<file path="src/rtl/flex_pts_if.sv">
// Load handshake and serial stream bundle for flex_pts_serializer.
// master drives words and shift strobes; slave is the serializer.
interface flex_pts_if #(
    parameter int NUM_BITS  = 8,
    parameter int OUT_WIDTH = 1
);
    logic                 load_valid;
    logic                 load_ready;
    logic [NUM_BITS-1:0]  parallel_in;
    logic                 shift_enable;
    logic                 abort;
    logic [OUT_WIDTH-1:0] serial_out;
    logic                 busy;
    logic                 word_done;

    modport master (
        output load_valid, parallel_in, shift_enable, abort,
        input  load_ready, serial_out, busy, word_done
    );

    modport slave (
        input  load_valid, parallel_in, shift_enable, abort,
        output load_ready, serial_out, busy, word_done
    );
endinterface

</file>
<file path="src/rtl/flex_pts_serializer.sv">
// Double-buffered parallel-to-serial shifter emitting OUT_WIDTH-bit chunks,
// with a one-word holding buffer so consecutive words stream without gaps.
module flex_pts_serializer #(
    parameter int   NUM_BITS  = 8,
    parameter int   OUT_WIDTH = 1,
    parameter bit   SHIFT_MSB = 1'b1,
    parameter logic IDLE_VAL  = 1'b1
) (
    input logic       clk,
    input logic       n_rst,
    flex_pts_if.slave bus
);
    localparam int NUM_CHUNKS = NUM_BITS / OUT_WIDTH;
    localparam int CNT_W      = (NUM_CHUNKS > 2) ? $clog2(NUM_CHUNKS) : 1;
    localparam logic [CNT_W-1:0]     LAST_CHUNK = CNT_W'(NUM_CHUNKS - 1);
    localparam logic [NUM_BITS-1:0]  FILL_WORD  = {NUM_BITS{IDLE_VAL}};
    localparam logic [OUT_WIDTH-1:0] FILL_CHUNK = {OUT_WIDTH{IDLE_VAL}};

    typedef enum logic {IDLE, SHIFT} state_t;

    state_t              state, next_state;
    logic [CNT_W-1:0]    count, next_count;
    logic [NUM_BITS-1:0] hold, next_hold;
    logic                hold_full, next_hold_full;
    logic [NUM_BITS-1:0] shift_reg, next_shift_reg;
    logic                word_done, next_word_done;
    logic [NUM_BITS-1:0] shifted;

    // Direction only changes which end is emitted and which end is refilled.
    generate
        if (SHIFT_MSB) begin : g_msb_first
            assign shifted        = {shift_reg[NUM_BITS-OUT_WIDTH-1:0], FILL_CHUNK};
            assign bus.serial_out = shift_reg[NUM_BITS-1 -: OUT_WIDTH];
        end else begin : g_lsb_first
            assign shifted        = {FILL_CHUNK, shift_reg[NUM_BITS-1:OUT_WIDTH]};
            assign bus.serial_out = shift_reg[OUT_WIDTH-1:0];
        end
    endgenerate

    assign bus.load_ready = !hold_full;
    assign bus.busy       = (state == SHIFT);
    assign bus.word_done  = word_done;

    always_comb begin
        // NOTE: every next_* gets its current value first so no path infers a latch.
        next_state     = state;
        next_count     = count;
        next_hold      = hold;
        next_hold_full = hold_full;
        next_shift_reg = shift_reg;
        next_word_done = 1'b0;

        if (bus.abort) begin
            next_state     = IDLE;
            next_count     = '0;
            next_hold_full = 1'b0;
            next_shift_reg = FILL_WORD;
        end else begin
            // Acceptance needs an empty buffer and transfer needs a full one,
            // so the two never collide on the same edge.
            if (bus.load_valid && !hold_full) begin
                next_hold      = bus.parallel_in;
                next_hold_full = 1'b1;
            end

            unique case (state)
                IDLE: begin
                    if (hold_full) begin
                        next_shift_reg = hold;
                        next_hold_full = 1'b0;
                        next_count     = '0;
                        next_state     = SHIFT;
                    end
                end
                SHIFT: begin
                    if (bus.shift_enable) begin
                        if (count == LAST_CHUNK) begin
                            next_word_done = 1'b1;
                            next_count     = '0;
                            if (hold_full) begin
                                next_shift_reg = hold;
                                next_hold_full = 1'b0;
                            end else begin
                                next_shift_reg = FILL_WORD;
                                next_state     = IDLE;
                            end
                        end else begin
                            next_shift_reg = shifted;
                            next_count     = count + CNT_W'(1);
                        end
                    end
                end
                default: next_state = IDLE;
            endcase
        end
    end

    always_ff @(posedge clk or negedge n_rst) begin
        if (!n_rst) begin
            state     <= IDLE;
            count     <= '0;
            // NOTE: hold is only read while hold_full is set; resetting it just keeps it X-free.
            hold      <= FILL_WORD;
            hold_full <= 1'b0;
            shift_reg <= FILL_WORD;
            word_done <= 1'b0;
        end else begin
            // NOTE: non-blocking so every register samples the pre-edge next_* values.
            state     <= next_state;
            count     <= next_count;
            hold      <= next_hold;
            hold_full <= next_hold_full;
            shift_reg <= next_shift_reg;
            word_done <= next_word_done;
        end
    end
endmodule

</file>
<file path="src/flat_wrapper.sv">
// flat-port wrapper written by rule: the top's interface ports become plain ports
module flex_pts_serializer_flat 
#(
    parameter int   NUM_BITS  = 8,
    parameter int   OUT_WIDTH = 1,
    parameter bit   SHIFT_MSB = 1'b1,
    parameter logic IDLE_VAL  = 1'b1
)
  (clk, n_rst, bus_load_valid, bus_parallel_in, bus_shift_enable, bus_abort, bus_load_ready, bus_serial_out, bus_busy, bus_word_done);
  flex_pts_if #(.NUM_BITS(NUM_BITS), .OUT_WIDTH(OUT_WIDTH)) bus_i ();
  input logic clk;
  input logic n_rst;
  input wire logic [$bits(bus_i.load_valid)-1:0] bus_load_valid;
  input wire logic [$bits(bus_i.parallel_in)-1:0] bus_parallel_in;
  input wire logic [$bits(bus_i.shift_enable)-1:0] bus_shift_enable;
  input wire logic [$bits(bus_i.abort)-1:0] bus_abort;
  output wire logic [$bits(bus_i.load_ready)-1:0] bus_load_ready;
  output wire logic [$bits(bus_i.serial_out)-1:0] bus_serial_out;
  output wire logic [$bits(bus_i.busy)-1:0] bus_busy;
  output wire logic [$bits(bus_i.word_done)-1:0] bus_word_done;
  assign bus_i.load_valid = bus_load_valid;
  assign bus_i.parallel_in = bus_parallel_in;
  assign bus_i.shift_enable = bus_shift_enable;
  assign bus_i.abort = bus_abort;
  assign bus_load_ready = bus_i.load_ready;
  assign bus_serial_out = bus_i.serial_out;
  assign bus_busy = bus_i.busy;
  assign bus_word_done = bus_i.word_done;
  flex_pts_serializer #(.NUM_BITS(NUM_BITS), .OUT_WIDTH(OUT_WIDTH), .SHIFT_MSB(SHIFT_MSB), .IDLE_VAL(IDLE_VAL)) u_core (.clk(clk), .n_rst(n_rst), .bus(bus_i));
endmodule
</file>
<file path="config.mk">
export PLATFORM = sky130hd
export DESIGN_NAME = flex_pts_serializer_flat
export DESIGN_NICKNAME = d
export VERILOG_FILES = /design/src/rtl/flex_pts_if.sv /design/src/rtl/flex_pts_serializer.sv /design/src/flat_wrapper.sv
export SDC_FILE = /design/constraint.sdc
export NUM_CORES = 1
export LEC_CHECK = 0
export CORE_ASPECT_RATIO = 0.9
export CORE_UTILIZATION = 40
export CTS_BUF_LIST = sky130_fd_sc_hd__clkbuf_4 sky130_fd_sc_hd__clkbuf_8 sky130_fd_sc_hd__clkbuf_16
export DETAILED_ROUTE_END_ITERATION = 6
export PLACE_DENSITY = 0.71
export SETUP_SLACK_MARGIN = 0.05
export SYNTH_ARGS = -nofsm -noshare
export SYNTH_HDL_FRONTEND = slang
export SYNTH_SLANG_ARGS = --single-unit
export TNS_END_PERCENT = 5
</file>
<file path="constraint.sdc">
create_clock -name clk -period 3.2 [get_ports clk]
set_clock_uncertainty 0.1 [all_clocks]
set_input_delay 0.32 -clock clk [delete_from_list [all_inputs] [get_ports clk]]
set_output_delay 0.32 -clock clk [all_outputs]
set_load 0.02 [all_outputs]
</file>
==> run_1/metal_density.png <==
12 x 11 tiles, from dark blue (low) to red (high), scaled to the fullest tile. Values are wire area over tile area, all layers added.
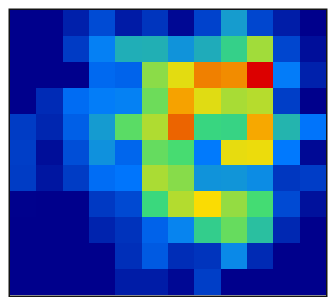
The emptiest ninth of the die: bottom left. The densest ninth of the die: middle. 20% of the tiles are over half the peak.

==> run_1/power_grid.png <==
Scale bar: 20 um. Pins as bars on the die edge. Tap cells in grey.
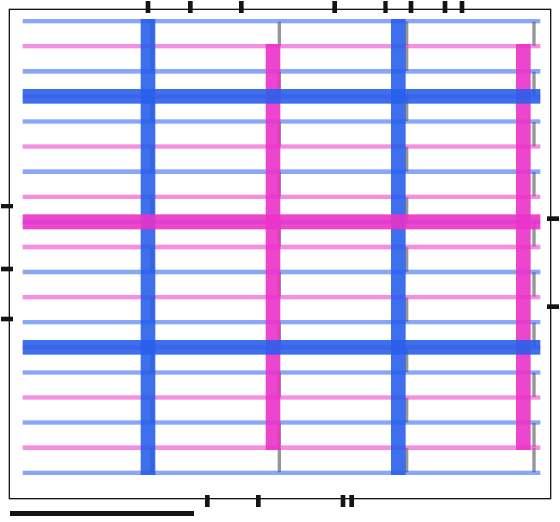
Blue shows VSS. Magenta shows VDD.
3 straps on met5. 40 tap cells. The core has 18 rows.

==> qor.log, run 1 <==
qor: status.run_status finished with violations
qor: status.violated_checks DRC
qor: pwr.netSwitchingFraction 0.266
qor: routing.route.vias.total 846
qor: global_route.grt_util_met3 0.0367
qor: die.dieArea 3100 um^2
qor: global_route.groute.usage.overall 0.166
qor: synth.synthTopCellsByArea sky130_fd_sc_hd__dfstp_2 37%, sky130_fd_sc_hd__dfrtp_1 13%, sky130_fd_sc_hd__mux2_2 8.8%, sky130_fd_sc_hd__a311o_1 6.1%, sky130_fd_sc_hd__nand2_1 5.9%
qor: clocking.cts_tree done
qor: critical_path.setup.worst_path.class register to primary output
qor: synth.postSynth.topFlopCell sky130_fd_sc_hd__dfstp_2
qor: min_path.worst_hold_class input port to asynchronous set/reset pin
qor: final_timing.worst_slack_on_hold_paths 0.401 ns
qor: clocking.tritoncts_num_sinks 22
qor: pwr.peakVddDrop 219 uV
qor: clocking.cts-root-buf sky130_fd_sc_hd__clkbuf_4
qor: place.dp_cells 152
qor: critical_path.worst-path-buf-inv 1
qor: place.placedInstanceArea 1310 um^2
qor: critical_path.worstSetupEndpointType primary output
qor: die.die.size.x 58.5 um
qor: final_timing.tightestPinTransition 0.907 ns
qor: pwr.cellInternalPower 0.427 mW
qor: global_route.groute.layer.met1.usage 0.239
qor: critical_path.arrival 1.81 ns
qor: routing.antenna_violating_nets_post_route 0
qor: synth.yosys.area.top_type sky130_fd_sc_hd__dfstp_2
qor: synth.synth.yosys.num_cells 103
qor: pwr.p_leak 0.494 nW
qor: layout.most_frequently_placed_logic_cells_in_the_final_layout 18 x sky130_fd_sc_hd__nand2_1, 16 x sky130_fd_sc_hd__clkdlybuf4s50_1, 16 x sky130_fd_sc_hd__dfstp_2
qor: pwr.power_frac_seq 0.617
qor: place.detailed_place_hpwl 1570 um
qor: critical_path.timing.critical_path.required 2.78 ns
qor: routing.routed_wire_length 2280 um
qor: critical_path.rr_endpoint u_core.shift_reg[0]
qor: routing.drt-pass1-iter-count 6
qor: die.die-height 52.9 um
qor: critical_path.worst_path_max_delay_cell sky130_fd_sc_hd__dfrtp_1
qor: routing.drc 1
qor: clocking.cts.path.max_buffers 2
qor: synth.synth_cells 103
qor: layout.final_nets 133
qor: synth.syn-mean-instance-area 11.2 um^2
qor: synth.synthesis.yosys.warnings 0
qor: synth.seq_area_frac_synth 0.496
qor: clocking.clk_transition_reported_paths 0.13 ns
qor: final_timing.finalMaxSlewViolations 0
qor: final_timing.final-hold-violation-count 0
qor: place.gpl.final_weighted_congestion 0.801
qor: die.floorplan.core_area 2750 um^2
qor: routing.detailedRoute.firstIterationViolations 39
qor: clocking.post_cts_hold_buffer_count 0
qor: final_timing.grt_setup_unrepaired false
qor: global_route.use_met2 0.245
qor: synth.asyncSetResetFlopFracSynth 1.00
qor: final_timing.setup-tns-final 0 ns
qor: critical_path.regToRegSetupSlack 1.30 ns
qor: pwr.share_of_power_burned_in_the_clock_network 0.212
qor: synth.postSynthRegisterBits 22
qor: layout.finalInstanceArea 1340 um^2
qor: global_route.grt_pass1_vias 798
qor: global_route.grt_first_pass_wirelength 3820 um
qor: pwr.power_switching 0.155 mW
qor: routing.wire_per_inst 14.7 um
qor: die.fp_util 0.419
qor: critical_path.cp_cell_sequence clkdlybuf4s50_1
qor: critical_path.r2r_cells 5
qor: final_timing.fin_crit_sh 0.695
qor: final_timing.finalSetupViolCount 0
qor: global_route.grt_busiest_layer met2
qor: layout.nFillCells 261
qor: critical_path.critPathTopFamily flip-flops
qor: synth.yosys.area.top_type_share 0.365
qor: synth.synth-edff-count 0
qor: place.buffer_ports.inserted 16
qor: layout.layout.cells.non_filler 155
qor: clocking.post_cts_resized 0
qor: die.pin_count 17
qor: layout.layout_cell_share_with_drive_strength_beyond_1 0.261
qor: synth.post_syn_nets 119
qor: critical_path.r2r-start u_core.count[0]
==> run_1/placement_by_type.png <==
Fill, decap, tap and diode cells in grey.
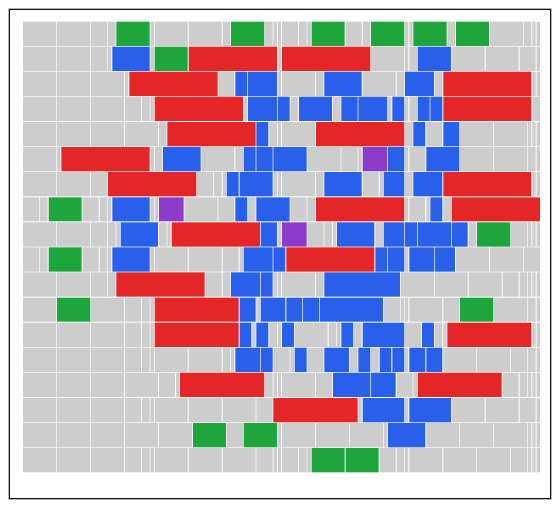
Green shows remaining buffers and delay cells, cells 16, share of their area 12%. Purple shows clock drivers, cells 3, share of their area 1.8%. Blue shows combinational and other logic, cells 74, share of their area 41%. Red shows sequential cells, cells 22, share of their area 44%.

==> run 1: metrics by stage <==
step | setup WS (ns) | total power, mW
floorplan | 1.70 | 0.423
global placement | 1.09 | 0.459
detailed placement | 1.06 | 0.464
CTS | 0.976 | 0.585
global route | 0.858 | 0.612
finish | 0.975 | 0.582
==> run 1: area by class of cell <==
| class | count | area (um^2) | area share |
|---|---|---|---|
| sequential | 22 | 571 | 0.427 |
| multi-input combinational | 72 | 526 | 0.393 |
| timing repair buffer | 16 | 160 | 0.120 |
| tap | 40 | 50.0 | 0.0375 |
| clock buffer | 3 | 22.5 | 0.0169 |
| inverter | 2 | 7.51 | 0.00562 |
==> run 1: cells in the mapped netlist (3+ instances only) <==
cell type / n
sky130_fd_sc_hd__a21oi_1: 10
sky130_fd_sc_hd__a221oi_1: 7
sky130_fd_sc_hd__a311o_1: 7
sky130_fd_sc_hd__buf_4: 3
sky130_fd_sc_hd__dfrtp_1: 6
sky130_fd_sc_hd__dfstp_2: 16
sky130_fd_sc_hd__ha_1: 3
sky130_fd_sc_hd__mux2_2: 9
sky130_fd_sc_hd__nand2_1: 18
sky130_fd_sc_hd__nor2_1: 5
==> run 1: layer usage <==
| layer | up-vias | routed length [um] |
|---|---|---|
| met5 | - | 0 |
| met4 | 0 | 14 |
| met3 | 2 | 90 |
| met2 | 14 | 1100 |
| met1 | 427 | 1080 |
| li1 | 403 | - |
==> run 1: kinds of logic (layout without fill, tap and decap cells) <==
logic type	after synthesis	count (layout)	share of synthesized area
muxes	11	11	0.117
AOI/OAI and AO/OA	28	28	0.184
DFF	22	22	0.496
and+or+nand+nor	30	30	0.123
adders and majority gates	3	3	0.0326
buffers and inverters	9	21	0.0478
==> run 1: power by group through the flow <==
stage	clock (mW)	sequential, mW	combinational (mW)
final	0.124	0.359	0.0995
after global routing	0.135	0.366	0.110
after CTS	0.125	0.359	0.100
after detailed placement	0	0.364	0.0998
after global placement	0	0.363	0.0964
after floorplan	0	0.351	0.0721
==> run 1: how the worst max path moves through the flow <==
stage	slack (ns)	endpoint	from	depth (start not counted)
after floorplan	1.70	u_core.shift_reg[5]	u_core.count[0]	6
after global routing	0.86	bus_busy	u_core.bus.busy	1
after detailed placement	1.06	u_core.hold[5]	bus_abort	3
after global placement	1.09	u_core.hold[0]	bus_abort	3
after CTS	0.98	bus_busy	u_core.bus.busy	1
final	0.97	bus_busy	u_core.bus.busy	1
==> run_1/placement.png <==
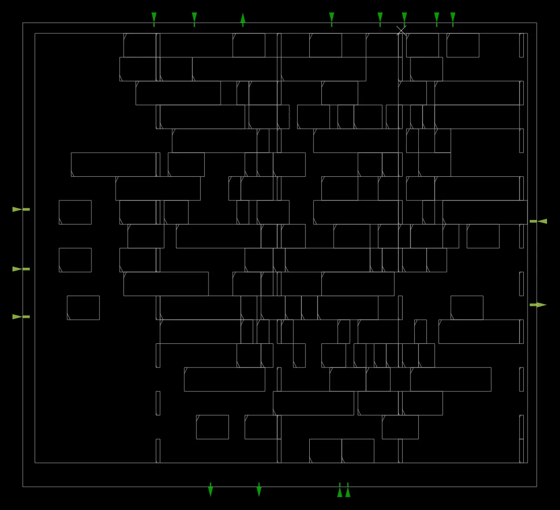

==> run 2, diff against run 1 <==
- clock period: 3.2 -> 2.3 ns (I/O delays scaled with it)
==> run_2/placement.png <==
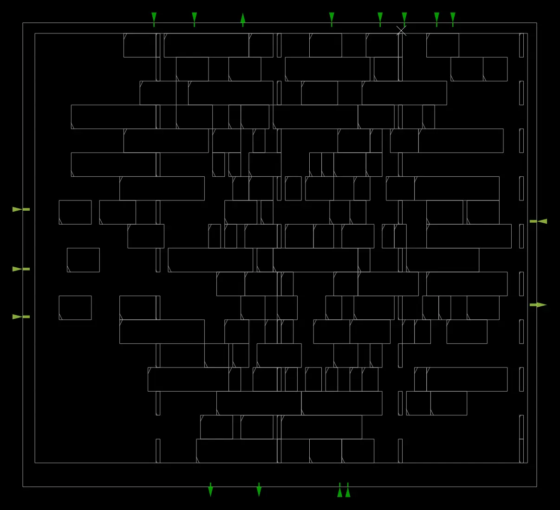
FP Rows: 18
final standard cell count with taps included and fillers excluded: 159
CORE AREA: 2750 um^2
utilization after layout: 0.500

==> run_2/io_fan.png <==
Scale bar: 20 um.
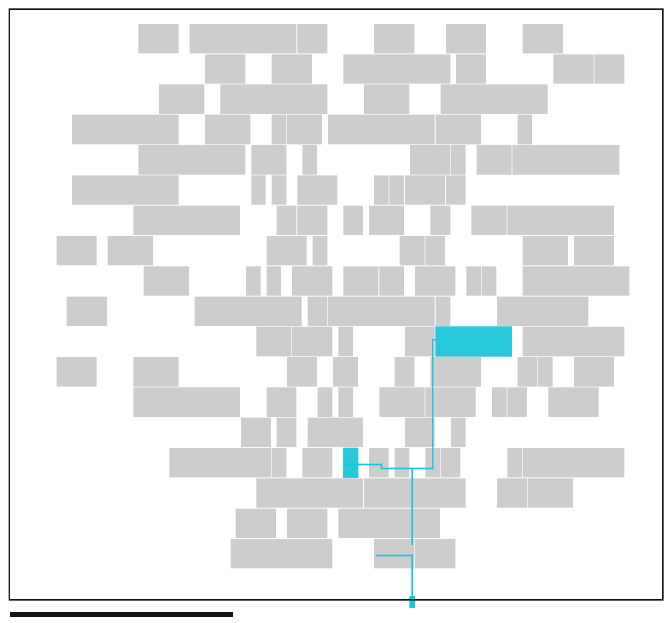
Cyan shows `bus_load_valid`, bits 1, direction input, edge bottom, end cells 2, buffers 1, wire 34.1 um.

==> run_2/metal_density.png <==
12 x 11 tiles, from dark blue (low) to red (high), scaled to the fullest tile. Values are wire area over tile area, all layers added.
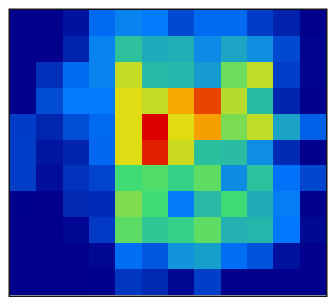
The mean over all tiles is 0.12. The emptiest ninth of the die: bottom left. The fullest tile reaches 0.46.

==> run 2 against run 1 <==
  * The run still ends with DRC left
  * Critical path type unchanged
  * Non-clock buffer count rose by 3
  * Final cell count up 2.6%
  * Core utilization up 1.3 points
  * Clock-buffer cell count grew 1
  * Combinational power up 48%
  * Die size stayed put
  * Synthesized area is the same
  * Highest routed layer unchanged
  * Global-route usage fell by 0.43 points
  * Final area up 2.7%
  * Hold slack got worse by 0.28 ns
  * Synthesized cell count stayed put
  * Largest power group unchanged
==> qor.log, run 2 <==
qor: synth.synth_simple_gate_area_share 0.123
qor: synth.asyncSetResetFlopFracSynth 1.00
qor: global_route.grt_pass1_vias 740
qor: synth.yosys.area.top_type_share 0.365
qor: final_timing.fin_crit_sh 0.923
qor: routing.drt-vias-per-instance 5.42
qor: synth.synthTopCellsByArea sky130_fd_sc_hd__dfstp_2 37%, sky130_fd_sc_hd__dfrtp_1 13%, sky130_fd_sc_hd__mux2_2 8.8%, sky130_fd_sc_hd__a311o_1 6.1%, sky130_fd_sc_hd__nand2_1 5.9%
qor: routing.wire_per_inst 14.7 um
qor: final_timing.fin_crit 2.12 ns
qor: routing.met2_wirelength 1110 um
qor: routing.top_signal_layer_used met4
qor: critical_path.worstSetupEndpointType primary output
qor: synth.compound_area_frac 0.184
qor: global_route.grt_first_pass_wirelength 3640 um
qor: status.violated_checks DRC
qor: critical_path.r2r-start u_core.count[0]
qor: final_timing.tightestPinTransition 0.562 ns
qor: place.detailed_place_hpwl 1590 um
qor: clocking.tritoncts_num_sinks 22
qor: layout.most_frequently_placed_logic_cells_in_the_final_layout 18 x sky130_fd_sc_hd__nand2_1, 16 x sky130_fd_sc_hd__clkdlybuf4s50_1, 16 x sky130_fd_sc_hd__dfstp_2
qor: status.run_status finished with violations
qor: final_timing.setup-tns-final 0 ns
qor: place.dp_slack 0.513 ns
qor: final_timing.worst_slack 0.178 ns
qor: synth.synth.cellmix.adderShare 0.0326
qor: pwr.power.total 0.870 mW
qor: final_timing.final-hold-violation-count 0
qor: global_route.groute.usage.overall 0.161
qor: layout.layout_cell_share_with_drive_strength_beyond_1 0.286
qor: synth.post_synth_mux_area_share 0.117
qor: layout.area.sequential 571 um^2
qor: synth.yosys.area.top_type sky130_fd_sc_hd__dfstp_2
qor: final_timing.finalSetupViolCount 0
qor: routing.routedLengthMet1 1080 um
qor: critical_path.timing.critical_path.required 1.97 ns
qor: synth.synthesis.yosys.warnings 0
qor: clocking.post_cts_resized 0
qor: die.fp_util 0.419
qor: clocking.cts-root-buf sky130_fd_sc_hd__clkbuf_4
qor: clocking.clk_transition_reported_paths 0.13 ns
qor: synth.seq_area_frac_synth 0.496
qor: place.gpl.final_weighted_congestion 0.768
qor: final_timing.finalMaxSlewViolations 0
qor: clocking.post_cts_setup_buffer_count 0
qor: routing.detailedRoute.firstIterationViolations 20
qor: layout.area.combinational 526 um^2
qor: synth.largest_non_sequential_cell_family_by_area AND-OR/OR-AND gates
qor: die.die.size.x 58.5 um
qor: pwr.peakVddDrop 239 uV
qor: final_timing.grt_setup_unrepaired false
qor: final_timing.worst_slack_on_hold_paths 0.123 ns
qor: synth.postSynthRegisterBits 22
qor: clocking.cts_tree done
qor: routing.drt-pass1-iter-count 7
qor: synth.post_syn_nets 119
qor: synth.yosys.area_share.xor_xnor 0
qor: place.dp_cells 155
qor: routing.detailroute.wirelength.met3 108 um
qor: critical_path.setup.worst_path.class register to primary output
qor: synth.syn-mean-instance-area 11.2 um^2
qor: routing.antenna_violating_nets_post_route 0
qor: synth.postSynth.topFlopCell sky130_fd_sc_hd__dfstp_2
qor: routing.route.vias.total 862
qor: critical_path.worstSetupStartpoint u_core.hold_full
qor: flow_run.log.warning_count 27
qor: synth.synth-edff-count 0
qor: synth.synth_dominant_cell_count sky130_fd_sc_hd__nand2_1
qor: synth.synth.yosys.num_cells 103
qor: layout.nFillCells 289
qor: die.dieArea 3100 um^2
qor: place.buffer_ports.inserted 16
qor: clocking.clock.latency.late_pin 0.33 ns
qor: clocking.cts.path.max_buffers 2
qor: layout.layout_top_cell sky130_fd_sc_hd__nand2_1
qor: pwr.p_leak 0.516 nW
qor: global_route.maximum_number_of_pins_on_one_net_before_global_route_repair 23
qor: routing.drc 1
qor: synth.most_used_standard_cells_in_the_synthesized_netlist 18 x sky130_fd_sc_hd__nand2_1, 16 x sky130_fd_sc_hd__dfstp_2, 10 x sky130_fd_sc_hd__a21oi_1
qor: synth.synth_cells 103
qor: critical_path.arrival 1.79 ns
qor: global_route.grt-ovfl-total 0
qor: clocking.post_cts_hold_buffer_count 0
qor: min_path.worst_hold_class input port to asynchronous set/reset pin
qor: die.die-height 52.9 um
qor: routing.routed_wire_length 2330 um
qor: layout.final_nets 136
qor: die.pin_count 17
run 2: area by class of cell:
type                       count  share of cell area
tap                           40              0.0365
sequential                    22               0.416
timing repair buffer          19               0.133
clock buffer                   4              0.0264
multi-input combinational     72               0.383
inverter                       2             0.00547
run 2: layer usage:
metal,GRT usage,vias up
li1,-,413
met1,0.227,419
met2,0.241,27
met3,0.0220,3
met4,0.0833,0
met5,0,-
run 2: worst max-delay path: stages (launching register included):
cell                              delay (ns)
sky130_fd_sc_hd__dfrtp_1                0.72
sky130_fd_sc_hd__inv_1                  0.16
sky130_fd_sc_hd__clkdlybuf4s50_1        0.57
run 2: where the power goes:
part           internal [mW]  leakage [nW]  switching, mW
Sequential             0.459         0.250         0.0375
Combinational         0.0788         0.244         0.0680
Clock                 0.0972        0.0210          0.130
Total                  0.634         0.516          0.235
run 2: kinds of logic (layout without fill, tap and decap cells):
family                   Yosys count  count (layout)
buffers and inverters              9              25
AND/OR/NAND/NOR                   30              30
multiplexers                      11              11
flip-flops                        22              22
adder cells (fa/ha/maj)            3               3
AND-OR/OR-AND                     28              28
run 2: worst paths after layout:
kind / end / slack [ns] / cells past startpoint
max reg2reg: u_core.shift_reg[1] / 0.55 / 5
min reg2reg: u_core.count[0] / 0.47 / 2
min in group clk: u_core.hold[6] / 0.40 / 2
max: bus_load_ready / 0.18 / 2
max in group asynchronous: u_core.hold[7] / 1.70 / 2
min: u_core.count[0] / 0.12 / 2
run 2: through the flow:
step / cell area (um^2) / utilization
5_1_grt: 1370 / 0.500
3_3_place_gp: 1340 / 0.486
4_1_cts: 1370 / 0.500
2_1_floorplan: 1150 / -
6_report: 1370 / 0.500
3_5_place_dp: 1340 / 0.486
==> run 3, diff against run 2 <==
- SLEW_MARGIN: unset -> 5
==> run_3/metal_density.png <==
12 x 11 tiles, from dark blue (low) to red (high), scaled to the fullest tile. Values are wire area over tile area, all layers added.
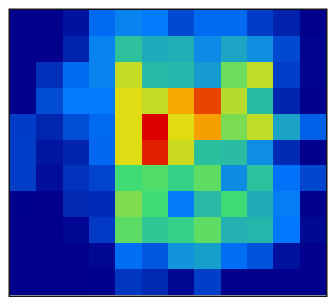
The mean over all tiles is 0.12. The fullest tile reaches 0.46. The emptiest ninth of the die: bottom left.

==> run_3/placement_by_type.png <==
Fill, decap, tap and diode cells in grey.
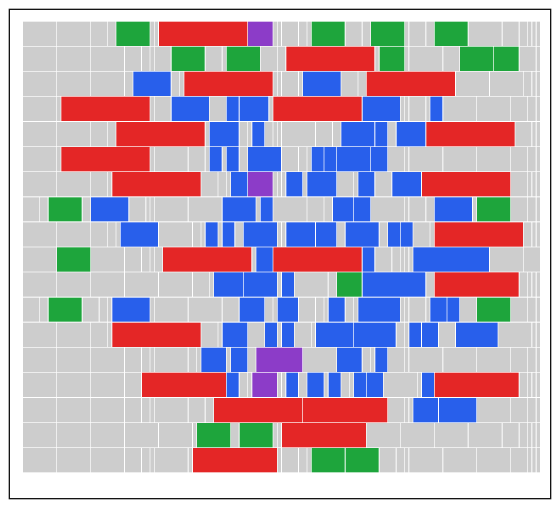
Red shows sequential cells, cells 22, share of their area 43%. Green shows remaining buffers and delay cells, cells 19, share of their area 14%. Blue shows combinational and other logic, cells 74, share of their area 40%. Purple shows clock drivers and dummy loads, cells 4, share of their area 2.7%.

==> run_3/placement.png <==
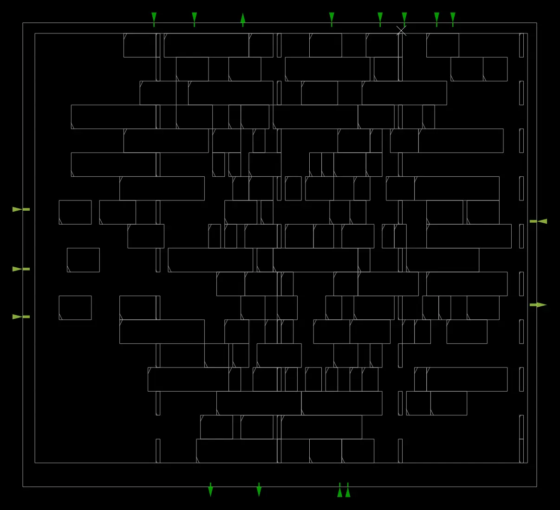
fillcell total: 289
sequential cell area share: 0.416

==> run 3 against run 2 <==
  * The run still ends with DRC left
  * Clock power about the same
  * Combinational power about the same
  * Synthesized area unchanged
  * Highest routed layer unchanged
==> qor.log, run 3 <==
qor: synth.yosys.area.top_type_share 0.365
qor: final_timing.worst_slack_on_hold_paths 0.123 ns
qor: layout.layout_cell_share_with_drive_strength_beyond_1 0.286
qor: synth.seq_area_frac_synth 0.496
qor: global_route.grt-ovfl-total 0
qor: pwr.share_of_power_burned_in_the_clock_network 0.261
qor: clocking.post_cts_setup_buffer_count 0
qor: final_timing.fin_crit_sh 0.923
qor: clocking.post_cts_hold_buffer_count 0
qor: layout.most_frequently_placed_logic_cells_in_the_final_layout 18 x sky130_fd_sc_hd__nand2_1, 16 x sky130_fd_sc_hd__clkdlybuf4s50_1, 16 x sky130_fd_sc_hd__dfstp_2
qor: pwr.pwr-share-comb 0.169
qor: critical_path.worst-path-buf-inv 2
qor: critical_path.cp_slowest_stage_delay 0.72 ns
qor: routing.drc 1
qor: place.dp_cells 155
qor: die.pin_count 17
qor: routing.route.vias.total 862
qor: die.die.size.x 58.5 um
qor: clocking.cts_tree done
qor: layout.final_nets 136
qor: pwr.cellInternalPower 0.634 mW
qor: routing.drt-vias-per-instance 5.42
qor: final_timing.setup-tns-final 0 ns
qor: clocking.cts-root-buf sky130_fd_sc_hd__clkbuf_4
qor: critical_path.worst_path_max_delay_cell sky130_fd_sc_hd__dfrtp_1
qor: synth.postSynth.topFlopCell sky130_fd_sc_hd__dfstp_2
qor: clocking.post_cts_resized 0
qor: layout.area.combinational 526 um^2
qor: status.run_status finished with violations
qor: critical_path.worstSetupStartpoint u_core.hold_full
qor: layout.layout.cells.non_filler 159
qor: synth.post_syn_nets 119
qor: routing.drt-pass1-iter-count 7
qor: synth.synth-edff-count 0
qor: synth.asyncSetResetFlopFracSynth 1.00
qor: flow_run.log.warning_count 27
qor: layout.finalInstanceArea 1370 um^2
qor: clocking.cts.path.max_buffers 2
qor: place.placedInstanceArea 1340 um^2
qor: critical_path.r2r-start u_core.count[0]
qor: critical_path.cp_cell_sequence inv_1 > clkdlybuf4s50_1
qor: synth.synthTopCellsByArea sky130_fd_sc_hd__dfstp_2 37%, sky130_fd_sc_hd__dfrtp_1 13%, sky130_fd_sc_hd__mux2_2 8.8%, sky130_fd_sc_hd__a311o_1 6.1%, sky130_fd_sc_hd__nand2_1 5.9%
qor: global_route.grt_first_pass_wirelength 3640 um
qor: critical_path.r2r_cells 5
qor: critical_path.setup.worst_path.class register to primary output
qor: synth.most_used_standard_cells_in_the_synthesized_netlist 18 x sky130_fd_sc_hd__nand2_1, 16 x sky130_fd_sc_hd__dfstp_2, 10 x sky130_fd_sc_hd__a21oi_1
qor: status.violated_checks DRC
qor: routing.routed_wire_length 2330 um
qor: clocking.clk_transition_reported_paths 0.13 ns
qor: routing.detailedRoute.firstIterationViolations 20
qor: clocking.tritoncts_num_sinks 22
qor: die.floorplan.core_area 2750 um^2
qor: synth.synth_dominant_cell_count sky130_fd_sc_hd__nand2_1
qor: routing.antenna_violating_nets_post_route 0
qor: final_timing.final-hold-violation-count 0
qor: global_route.maximum_number_of_pins_on_one_net_before_global_route_repair 23
qor: global_route.grt_pass1_vias 740
qor: layout.layout_top_cell sky130_fd_sc_hd__nand2_1
qor: final_timing.tightestPinTransition 0.562 ns
qor: critical_path.critPathTopFamily buffers and inverters
qor: pwr.power_switching 0.235 mW
qor: die.dieArea 3100 um^2
qor: critical_path.cp.depth 2
qor: synth.synth_cells 103
qor: synth.postSynthRegisterBits 22
qor: final_timing.finalMaxSlewViolations 0
qor: synth.synthesis.yosys.warnings 0
qor: critical_path.rr_endpoint u_core.shift_reg[1]
qor: critical_path.arrival 1.79 ns
qor: global_route.groute.usage.overall 0.161
## run 3: cell counts after synthesis
No cell type changed its count.
## run 3: worst reg2reg max path: stages, from the launching register on
cell	delay, ns
sky130_fd_sc_hd__dfrtp_1	0.40
sky130_fd_sc_hd__ha_1	0.19
sky130_fd_sc_hd__ha_1	0.46
sky130_fd_sc_hd__a21oi_1	0.12
sky130_fd_sc_hd__a311o_1	0.35
sky130_fd_sc_hd__nand2_1	0.07
## run 3: cells by family (layout without fill, tap and decap cells)
family	Yosys count	in the layout	share of synthesized area
AND-OR/OR-AND	28	28	0.184
adder cells (fa/ha/maj)	3	3	0.0326
buffers and inverters	9	25	0.0478
flip-flops	22	22	0.496
multiplexers	11	11	0.117
AND/OR/NAND/NOR	30	30	0.123
## run 3: metrics by stage
step | setup slack, ns | power, mW
after floorplan | 0.802 | 0.589
after global routing | 0.120 | 0.905
final | 0.178 | 0.870
after detailed placement | 0.513 | 0.650
after global placement | 0.556 | 0.643
after CTS | 0.189 | 0.869
## run 3: worst min path at each step
stage                          from              end  slack (ns)  cells after the start
floorplan                     n_rst  u_core.bus.busy       -0.17                      0
global placement    u_core.count[1]  u_core.count[1]        0.43                      2
detailed placement  u_core.count[0]  u_core.count[0]        0.45                      2
CTS                           n_rst  u_core.count[0]        0.14                      2
global route                  n_rst  u_core.count[0]        0.15                      2
finish                        n_rst  u_core.count[0]        0.12                      2
## run 3: routing by layer
layer / share of wire / up-vias / wire length, um / GRT usage
li1: - / 413 / - / -
met1: 0.46 / 419 / 1080 / 0.227
met2: 0.47 / 27 / 1110 / 0.241
met3: 0.046 / 3 / 108 / 0.0220
met4: 0.016 / 0 / 38 / 0.0833
met5: 0 / - / 0 / 0
## run 3: area by class of cell
type                       count  share of cell area
inverter                       2             0.00547
timing repair buffer          19               0.133
clock buffer                   4              0.0264
tap                           40              0.0365
multi-input combinational     72               0.383
sequential                    22               0.416
## run 3: power groups by stage
stage / Sequential, mW / Clock [mW] / Combinational, mW
after floorplan: 0.488 / 0 / 0.100
after global placement: 0.500 / 0 / 0.143
after detailed placement: 0.503 / 0 / 0.148
after CTS: 0.496 / 0.225 / 0.148
after global routing: 0.503 / 0.240 / 0.161
final: 0.496 / 0.227 / 0.147
No activity file was given, so power comes from the tool's default toggle rates.
